--- config.mk ---
export PLATFORM = sky130hd
export DESIGN_NAME = mem_access_unit
export DESIGN_NICKNAME = d
export VERILOG_FILES = /design/src/rtl/mem_access_pkg.sv /design/src/rtl/store_buffer.sv /design/src/rtl/mem_access_unit.sv
export SDC_FILE = /design/constraint.sdc
export NUM_CORES = 1
export LEC_CHECK = 0
export ABC_CLOCK_PERIOD_IN_PS = 6090
export CORE_MARGIN = 4
export CORE_UTILIZATION = 54
export DETAILED_ROUTE_END_ITERATION = 10
export PLACE_DENSITY = 0.76
export SYNTH_ARGS = -nofsm -noshare
export SYNTH_HDL_FRONTEND = slang
export SYNTH_HIERARCHICAL = 1
export SYNTH_SLANG_ARGS = --single-unit
--- constraint.sdc ---
create_clock -name clk -period 6.09 [get_ports clk]
set_clock_uncertainty 0.2 [all_clocks]
set_input_delay 0.9135 -clock clk [delete_from_list [all_inputs] [get_ports clk]]
set_output_delay 0.9135 -clock clk [all_outputs]
set_load 0.05 [all_outputs]
--- src/rtl/mem_access_pkg.sv ---
// Shared types and default sizing for the load/store unit.
package mem_access_pkg;

    localparam int DEF_DEPTH = 4;
    localparam int DEF_AW    = 32;
    localparam int DEF_DW    = 32;
    localparam int DEF_RW    = 3;

    typedef enum logic [1:0] {
        IDLE,
        ST_ISSUE,
        LD_ISSUE,
        LD_WB
    } state_e;

    // Default-width store-buffer entry; the buffer re-declares it at its own widths.
    typedef struct packed {
        logic [DEF_AW-1:0] addr;
        logic [DEF_DW-1:0] data;
    } st_entry_t;

endpackage

--- src/rtl/store_buffer.sv ---
// FIFO of pending stores with a youngest-match lookup used to forward data to loads.
module store_buffer
    import mem_access_pkg::*;
#(
    parameter int DEPTH = DEF_DEPTH,
    parameter int AW    = DEF_AW,
    parameter int DW    = DEF_DW
) (
    input  logic                   clk,
    input  logic                   rst,
    input  logic                   push_i,
    input  logic [AW-1:0]          push_addr_i,
    input  logic [DW-1:0]          push_data_i,
    input  logic                   pop_i,
    output logic [AW-1:0]          head_addr_o,
    output logic [DW-1:0]          head_data_o,
    output logic                   empty_o,
    output logic                   full_o,
    output logic [$clog2(DEPTH):0] count_next_o,
    input  logic [AW-1:0]          lookup_addr_i,
    output logic                   hit_o,
    output logic [DW-1:0]          hit_data_o
);
    localparam int PW = $clog2(DEPTH);

    typedef logic [PW-1:0] ptr_t;
    typedef logic [PW:0]   cnt_t;
    typedef struct packed {
        logic [AW-1:0] addr;
        logic [DW-1:0] data;
    } entry_t;

    entry_t mem_q [DEPTH];
    ptr_t   head_q, head_d;
    ptr_t   tail_q, tail_d;
    cnt_t   count_q, count_d;

    assign empty_o      = (count_q == '0);
    assign full_o       = (count_q == cnt_t'(DEPTH));
    assign head_addr_o  = mem_q[head_q].addr;
    assign head_data_o  = mem_q[head_q].data;
    assign count_next_o = count_d;

    always_comb begin
        head_d  = pop_i  ? head_q + ptr_t'(1) : head_q;
        tail_d  = push_i ? tail_q + ptr_t'(1) : tail_q;
        count_d = count_q;
        case ({push_i, pop_i})
            2'b10:   count_d = count_q + cnt_t'(1);
            2'b01:   count_d = count_q - cnt_t'(1);
            default: count_d = count_q;
        endcase
    end

    // Walk oldest to youngest so the last match wins; a same-cycle push is youngest of all.
    always_comb begin
        // NOTE: every always_comb output gets a default first so no latch is inferred.
        hit_o      = 1'b0;
        hit_data_o = '0;
        for (int i = 0; i < DEPTH; i++) begin
            if (cnt_t'(i) < count_q && mem_q[head_q + ptr_t'(i)].addr == lookup_addr_i) begin
                hit_o      = 1'b1;
                hit_data_o = mem_q[head_q + ptr_t'(i)].data;
            end
        end
        if (push_i && push_addr_i == lookup_addr_i) begin
            hit_o      = 1'b1;
            hit_data_o = push_data_i;
        end
    end

    always_ff @(posedge clk) begin
        // NOTE: sequential state is updated with non-blocking assignments only.
        if (rst) begin
            head_q  <= '0;
            tail_q  <= '0;
            count_q <= '0;
        end else begin
            head_q  <= head_d;
            tail_q  <= tail_d;
            count_q <= count_d;
        end
    end

    // NOTE: entry storage is not reset; count and pointers alone define which entries are valid.
    always_ff @(posedge clk) begin
        if (push_i) begin
            mem_q[tail_q] <= '{addr: push_addr_i, data: push_data_i};
        end
    end

endmodule

--- src/rtl/mem_access_unit.sv ---
// Load/store unit: buffered stores, forwarded loads and a req/ack port to a single-ported data memory.
module mem_access_unit
    import mem_access_pkg::*;
#(
    parameter int DEPTH = DEF_DEPTH,
    parameter int AW    = DEF_AW,
    parameter int DW    = DEF_DW,
    parameter int RW    = DEF_RW
) (
    input  logic          clk,
    input  logic          rst,
    input  logic          st_valid,
    input  logic [AW-1:0] st_addr,
    input  logic [DW-1:0] st_data,
    output logic          st_ready,
    input  logic          ld_valid,
    input  logic [AW-1:0] ld_addr,
    input  logic [RW-1:0] ld_rd,
    output logic          ld_ready,
    output logic          wb_we,
    output logic [RW-1:0] wb_rd,
    output logic [DW-1:0] wb_data,
    output logic          mem_req,
    output logic          mem_we,
    output logic [AW-1:0] mem_addr,
    output logic [DW-1:0] mem_wdata,
    input  logic          mem_ack,
    input  logic [DW-1:0] mem_rdata,
    output logic          busy
);
    localparam int CW = $clog2(DEPTH) + 1;

    state_e        state_q, state_d;
    logic          ld_pend_q, ld_pend_d;
    logic [RW-1:0] ld_rd_q, ld_rd_d;
    logic          wb_we_q, wb_we_d;
    logic [RW-1:0] wb_rd_q, wb_rd_d;
    logic [DW-1:0] wb_data_q, wb_data_d;
    logic          mem_req_q, mem_req_d;
    logic          mem_we_q, mem_we_d;
    logic [AW-1:0] mem_addr_q, mem_addr_d;
    logic [DW-1:0] mem_wdata_q, mem_wdata_d;
    logic          busy_q, busy_d;
    logic          st_ready_q, st_ready_d;
    logic          ld_ready_q, ld_ready_d;

    logic          st_push, ld_fire, sb_pop;
    logic          sb_empty, sb_full, fwd_hit;
    logic [AW-1:0] head_addr;
    logic [DW-1:0] head_data, fwd_data;
    logic [CW-1:0] sb_count_next;

    assign st_push = st_valid && !sb_full;
    assign ld_fire = ld_valid && ld_ready_q;
    assign sb_pop  = (state_q == ST_ISSUE) && mem_ack;

    store_buffer #(.DEPTH(DEPTH), .AW(AW), .DW(DW)) u_sb (
        .clk          (clk),
        .rst          (rst),
        .push_i       (st_push),
        .push_addr_i  (st_addr),
        .push_data_i  (st_data),
        .pop_i        (sb_pop),
        .head_addr_o  (head_addr),
        .head_data_o  (head_data),
        .empty_o      (sb_empty),
        .full_o       (sb_full),
        .count_next_o (sb_count_next),
        .lookup_addr_i(ld_addr),
        .hit_o        (fwd_hit),
        .hit_data_o   (fwd_data)
    );

    always_comb begin
        state_d     = state_q;
        ld_pend_d   = ld_pend_q;
        ld_rd_d     = ld_rd_q;
        wb_we_d     = 1'b0;
        wb_rd_d     = wb_rd_q;
        wb_data_d   = wb_data_q;
        mem_req_d   = mem_req_q;
        mem_we_d    = mem_we_q;
        mem_addr_d  = mem_addr_q;
        mem_wdata_d = mem_wdata_q;

        if (ld_fire) begin
            ld_rd_d = ld_rd;
            if (fwd_hit) begin
                wb_we_d   = (ld_rd != '0);
                wb_rd_d   = ld_rd;
                wb_data_d = fwd_data;
            end else begin
                ld_pend_d = 1'b1;
            end
        end

        unique case (state_q)
            IDLE: begin
                if (ld_fire && !fwd_hit) begin
                    state_d    = LD_ISSUE;
                    mem_req_d  = 1'b1;
                    mem_we_d   = 1'b0;
                    mem_addr_d = ld_addr;
                end else if (!sb_empty || st_push) begin
                    // An empty buffer being pushed this cycle issues the incoming store directly.
                    state_d     = ST_ISSUE;
                    mem_req_d   = 1'b1;
                    mem_we_d    = 1'b1;
                    mem_addr_d  = sb_empty ? st_addr : head_addr;
                    mem_wdata_d = sb_empty ? st_data : head_data;
                end
            end
            ST_ISSUE: begin
                if (mem_ack) begin
                    state_d   = IDLE;
                    mem_req_d = 1'b0;
                end
            end
            LD_ISSUE: begin
                if (mem_ack) begin
                    state_d   = LD_WB;
                    mem_req_d = 1'b0;
                    wb_we_d   = (ld_rd_q != '0);
                    wb_rd_d   = ld_rd_q;
                    wb_data_d = mem_rdata;
                end
            end
            LD_WB: begin
                state_d   = IDLE;
                ld_pend_d = 1'b0;
            end
            default: state_d = IDLE;
        endcase

        busy_d     = (sb_count_next != '0) || ld_pend_d || (state_d != IDLE);
        st_ready_d = (sb_count_next != CW'(DEPTH));
        ld_ready_d = !ld_pend_d && (state_d == IDLE) && !wb_we_d;
    end

    always_ff @(posedge clk) begin
        if (rst) begin
            state_q     <= IDLE;
            ld_pend_q   <= 1'b0;
            ld_rd_q     <= '0;
            wb_we_q     <= 1'b0;
            wb_rd_q     <= '0;
            wb_data_q   <= '0;
            mem_req_q   <= 1'b0;
            mem_we_q    <= 1'b0;
            mem_addr_q  <= '0;
            mem_wdata_q <= '0;
            busy_q      <= 1'b0;
            st_ready_q  <= 1'b1;
            ld_ready_q  <= 1'b1;
        end else begin
            state_q     <= state_d;
            ld_pend_q   <= ld_pend_d;
            ld_rd_q     <= ld_rd_d;
            wb_we_q     <= wb_we_d;
            wb_rd_q     <= wb_rd_d;
            wb_data_q   <= wb_data_d;
            mem_req_q   <= mem_req_d;
            mem_we_q    <= mem_we_d;
            mem_addr_q  <= mem_addr_d;
            mem_wdata_q <= mem_wdata_d;
            busy_q      <= busy_d;
            st_ready_q  <= st_ready_d;
            ld_ready_q  <= ld_ready_d;
        end
    end

    assign st_ready  = st_ready_q;
    assign ld_ready  = ld_ready_q;
    assign wb_we     = wb_we_q;
    assign wb_rd     = wb_rd_q;
    assign wb_data   = wb_data_q;
    assign mem_req   = mem_req_q;
    assign mem_we    = mem_we_q;
    assign mem_addr  = mem_addr_q;
    assign mem_wdata = mem_wdata_q;
    assign busy      = busy_q;

endmodule

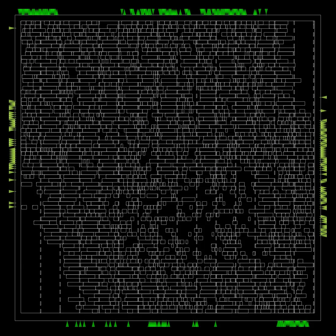
(images/final_placement.png)
count of placed standard cells in the final layout, fillers left out: 2764
share of the core filled with cells in the final layout: 64.44%
count of flip-flops and latches: 376
number of filler cells placed in the layout: 3246
core outline area: 0.04298 mm2

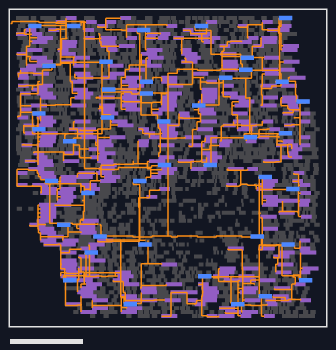
(images/clock_map.png)
Scale bar: 50 um.
Key: orange = clock wires [length 5060 um]; blue = cells driving clock nets [count 42]; purple = flip-flops [count 376]
Position of the flops: spread over the die.
clock share of power: 27.5%
power in the clock group: 0.00281 W
Clock Latency Late Sink: 0.60 ns

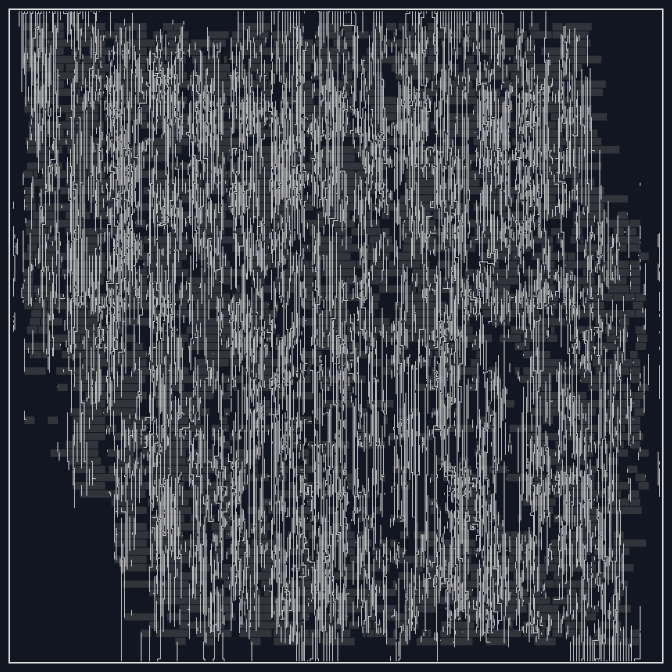
(images/met2.png)
The wires run mostly vertical. The layer holds 44% of the routed length. The longest straight run is 73.4 um.
global routing met2 resource utilization: 49.93%
total via count after detailed routing: 19060
Routed Wire Length: 80.31 mm

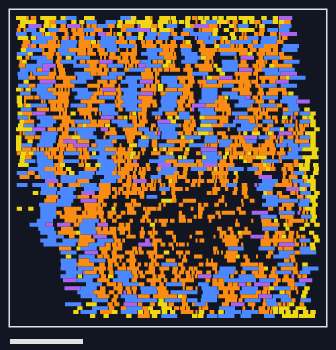
(images/cell_classes.png)
Scale bar: 50 um.
Key: yellow = other buffers and delay cells [cells 295, share of their area 11%]; purple = clock drivers and dummy loads [cells 78, share of their area 5.7%]; blue = flip-flops [cells 376, share of their area 37%]; orange = all other logic [cells 1427, share of their area 46%]
# rows: 76
fin area: 0.02770 mm2
register share of the cell area: 36.48%

==> qor_table.md <==
| Item | This run |
| --- | --- |
| Commonest cells after routing, fill and taps aside | 256 x edfxtp_1, 250 x mux2i_1, 239 x clkdlybuf4s50_1 |
| Chip height | 216.4 um |
| Cells along the critical path | mux4_2 -> xnor2_1 -> nand2_1 -> or4_1 -> or4_1 -> nor4_4 -> or2_2 -> nand3b_1 -> and3b_4 -> a211oi_4 -> buf_12 -> nor2_1 -> a211oi_1 |
| Startpoint of the lowest-slack hold path | mem_addr[20]$_SDFFE_PP0P_ |
| Peak supply drop | 264.8 uV |
| Die Area | 0.04681 mm2 |
| Final setup violation count | 0 |
| Kind of end point of the critical path | flip-flop |
| Post-synthesis chip area from yosys | 0.02344 mm2 |
| Count of cell types in the netlist | 69 |
| I/O pin cnt | 241 |
| Logic cell area | 0.01234 mm2 |
| Initial antenna violation count | 8 |
| Number of vias per cell | 6.894 |
| Area overhead of the layout relative to synthesis | 18.15% |
| Average wire per standard cell | 29.05 um |
| Area used by sequential logic in the layout | 0.01010 mm2 |
| Start point of the critical path | u_sb/head_q[1]$_SDFFE_PP0P_ |
| Peak per-stage delay on the critical path | 0.93 ns |
| Initial detailed-routing violation count | 2560 |
| Startpoint of the most critical register-to-register path | u_sb/head_q[1]$_SDFFE_PP0P_ |
| Data arrival time of the worst path | 5.59 ns |
| Post-layout min period | 5.284 ns |
| Number of logged tool warnings | 36 |
| Synth warn | 6 |
| Via count of the first global-routing pass | 18300 |
| Most common cell after layout, fill and taps aside | edfxtp_1 |
| Fin. Hold Viols | 0 |
| H-tree lvl count | 2 |
| Unrepaired setup endpoints after global routing | false |
| Setup TNS | 0 ns |
| Nature of the critical path startpoint | flip-flop |
| Number of post-CTS setup repair buffers | 0 |
| Remaining number of nets flagged by the antenna check after routing | 0 |
| Synthesized area per cell | 11.73 um2 |
| Type of the worst min-delay path | flip-flop to flip-flop |
| Post-detailed-placement half-perimeter wirelength | 54.32 mm |
| Gr ovfl total | 0 |
| Critical path fanouts, max | 65 |
| Net count, final | 2292 |
| Type of the setup path with the least slack | flip-flop to flip-flop |
| Number of synthesized flops with an enable pin | 256 |
| Slowest cell on crit path | dfxtp_4 |
| Power Density | 369.0 mW/mm2 |
| Pre-antenna DRT Iters | 6 |
| Sequential area share after synthesis | 43.04% |
| Fp util | 54.54% |
| Power after layout | 0.01022 W |
| Remaining DRCs | 0 |
| Worst-Margin Slew | 1.190 ns |
| Gate count of the mapped netlist | 1998 |
| Pin count of the biggest net entering global routing | 87 |
| Root Buffer Master | clkbuf_16 |
| Post-synthesis instance area | 0.02344 mm2 |
| Flops & latches, synth | 376 |
| Buffer depth of the longest clock path | 3 |
| Post-CTS clock slew at the launch and capture registers of the worst setup and hold paths | 0.06 ns |
| Maximum operating frequency | 189.2 MHz |
| Cell area after placement | 0.02617 mm2 |
| Overall fraction of global-route tracks in use | 33.41% |
| Clock net sink count | 376 |
| Cells resized by post-CTS repair | 0 |
| CTS tree | done |
| Post-synthesis net count | 2148 |
| Status | finished, final reports clean |
| Port Buffers | 240 |
| First-pass GRT wire length | 119.7 mm |
| Number of buffers inserted during clock tree synthesis | 42 |
| Static leakage | 9.428 nW |
| Post-synth ARST share | 0% |
| Die W | 216.4 um |
| Max-slew headroom | 20.66% |
| Gp weighted congestion | 0.9910 |
| Proportion of layout cells with a drive suffix above 1 | 16.64% |
| Most frequent cell on the critical path | or4_1 |
| Pins Over Slew Limit | 0 |
| Max-capacitance violation count | 0 |
| Final clock period utilization by the worst path | 86.77% |
==> metrics by stage <==
step	hold slack, ns	instances	worst slack [ns]
floorplan	0.2497	1998	1.741
CTS	0.2535	2761	0.9316
finish	0.2516	2764	0.8056
global route	0.2727	2764	0.6842
global placement	0.2424	2683	0.8720
detailed placement	0.2457	2683	0.8202
==> registers in the layout, summed over array words and instances (netlist names), named ones only <==
signal,cells
mem_wdata,32
state_q,2
wb_we,1
u_sb/head_q,2
mem_addr,32
ld_pend_q,1
ld_ready,1
ld_rd_q,3
mem_req,1
u_sb/count_q,3
busy,1
u_sb/mem_q,256
st_ready,1
u_sb/tail_q,2
wb_data,32
wb_rd,3
mem_we,1
==> worst paths after layout <==
| path | to | slack (ns) | depth (start not counted) |
|---|---|---|---|
| worst max-delay path | mem_wdata[29]$_SDFFE_PP0P_ | 0.81 | 13 |
| worst min-delay path | mem_addr[20]$_SDFFE_PP0P_ | 0.25 | 2 |
| worst max register to register | mem_wdata[29]$_SDFFE_PP0P_ | 0.81 | 13 |
| worst min register to register | mem_addr[20]$_SDFFE_PP0P_ | 0.25 | 2 |
==> layout make-up <==
class	instances	share of cell area [%]
multi-input cells	1398	44.57
well taps	585	2.643
clock buffers	52	4.147
diodes	3	0.02711
inverters	29	0.3975
clock inverters	26	1.355
flip-flops and latches	376	36.48
repair buffers	295	10.38
==> layer usage <==
| layer | vias up | share of wire, % | track usage [%] |
|---|---|---|---|
| li1 | 8059 | - | - |
| met1 | 9488 | 40 | 48.56 |
| met2 | 1303 | 44 | 49.93 |
| met3 | 195 | 12 | 8.301 |
| met4 | 10 | 3.2 | 10.26 |
| met5 | - | 0.092 | 0 |
==> report_power, final <==
part	internal, W	switching [W]
Sequential	0.00310	0.000314
Clock	0.00169	0.00112
Combinational	0.00151	0.00249
Total	0.00630	0.00392
==> cell families after synthesis <==
family,Yosys count,share of synthesized area (%)
adders and majority gates,14,0.7473
AOI/OAI and AO/OA,383,13.80
xor gates and xnor gates,133,4.969
muxes,417,24.51
and+or+nand+nor,451,8.332
DFF,376,43.04
buffers and inverters,224,4.596
==> worst max-delay path: cells and delay by family, from the launching register on <==
kind                   cells  cell delay [ns]
AND/OR/NAND/NOR            8             2.11
XOR/XNOR                   1             0.36
AND-OR/OR-AND              2             0.49
buffers and inverters      1             0.30
flip-flops                 1             0.93
multiplexers               1             0.62
==> Yosys cell counts, drive strengths merged (16+ instances only) <==
cell     number  area (um2)
o311a        32       320.3
nand4        16       100.1
xnor2        82       718.2
xor2         51       446.7
nor3         19       95.09
inv          29       108.9
o311ai       34       455.4
a21oi        53       265.3
o21ai        19       95.09
mux4        121        2725
o2111ai      68       595.6
edfxtp      256        7687
nor2        130       488.0
buf          90       574.3
mux2         46       518.0
a211oi       75       673.1
mux2i       250        2502
nand2       219       822.0
dfxtp       120        2402
o211ai       36       270.3
nor4         18       118.9
clkbuf      105       394.1
No activity file was given, so power comes from the tool's default toggle rates.
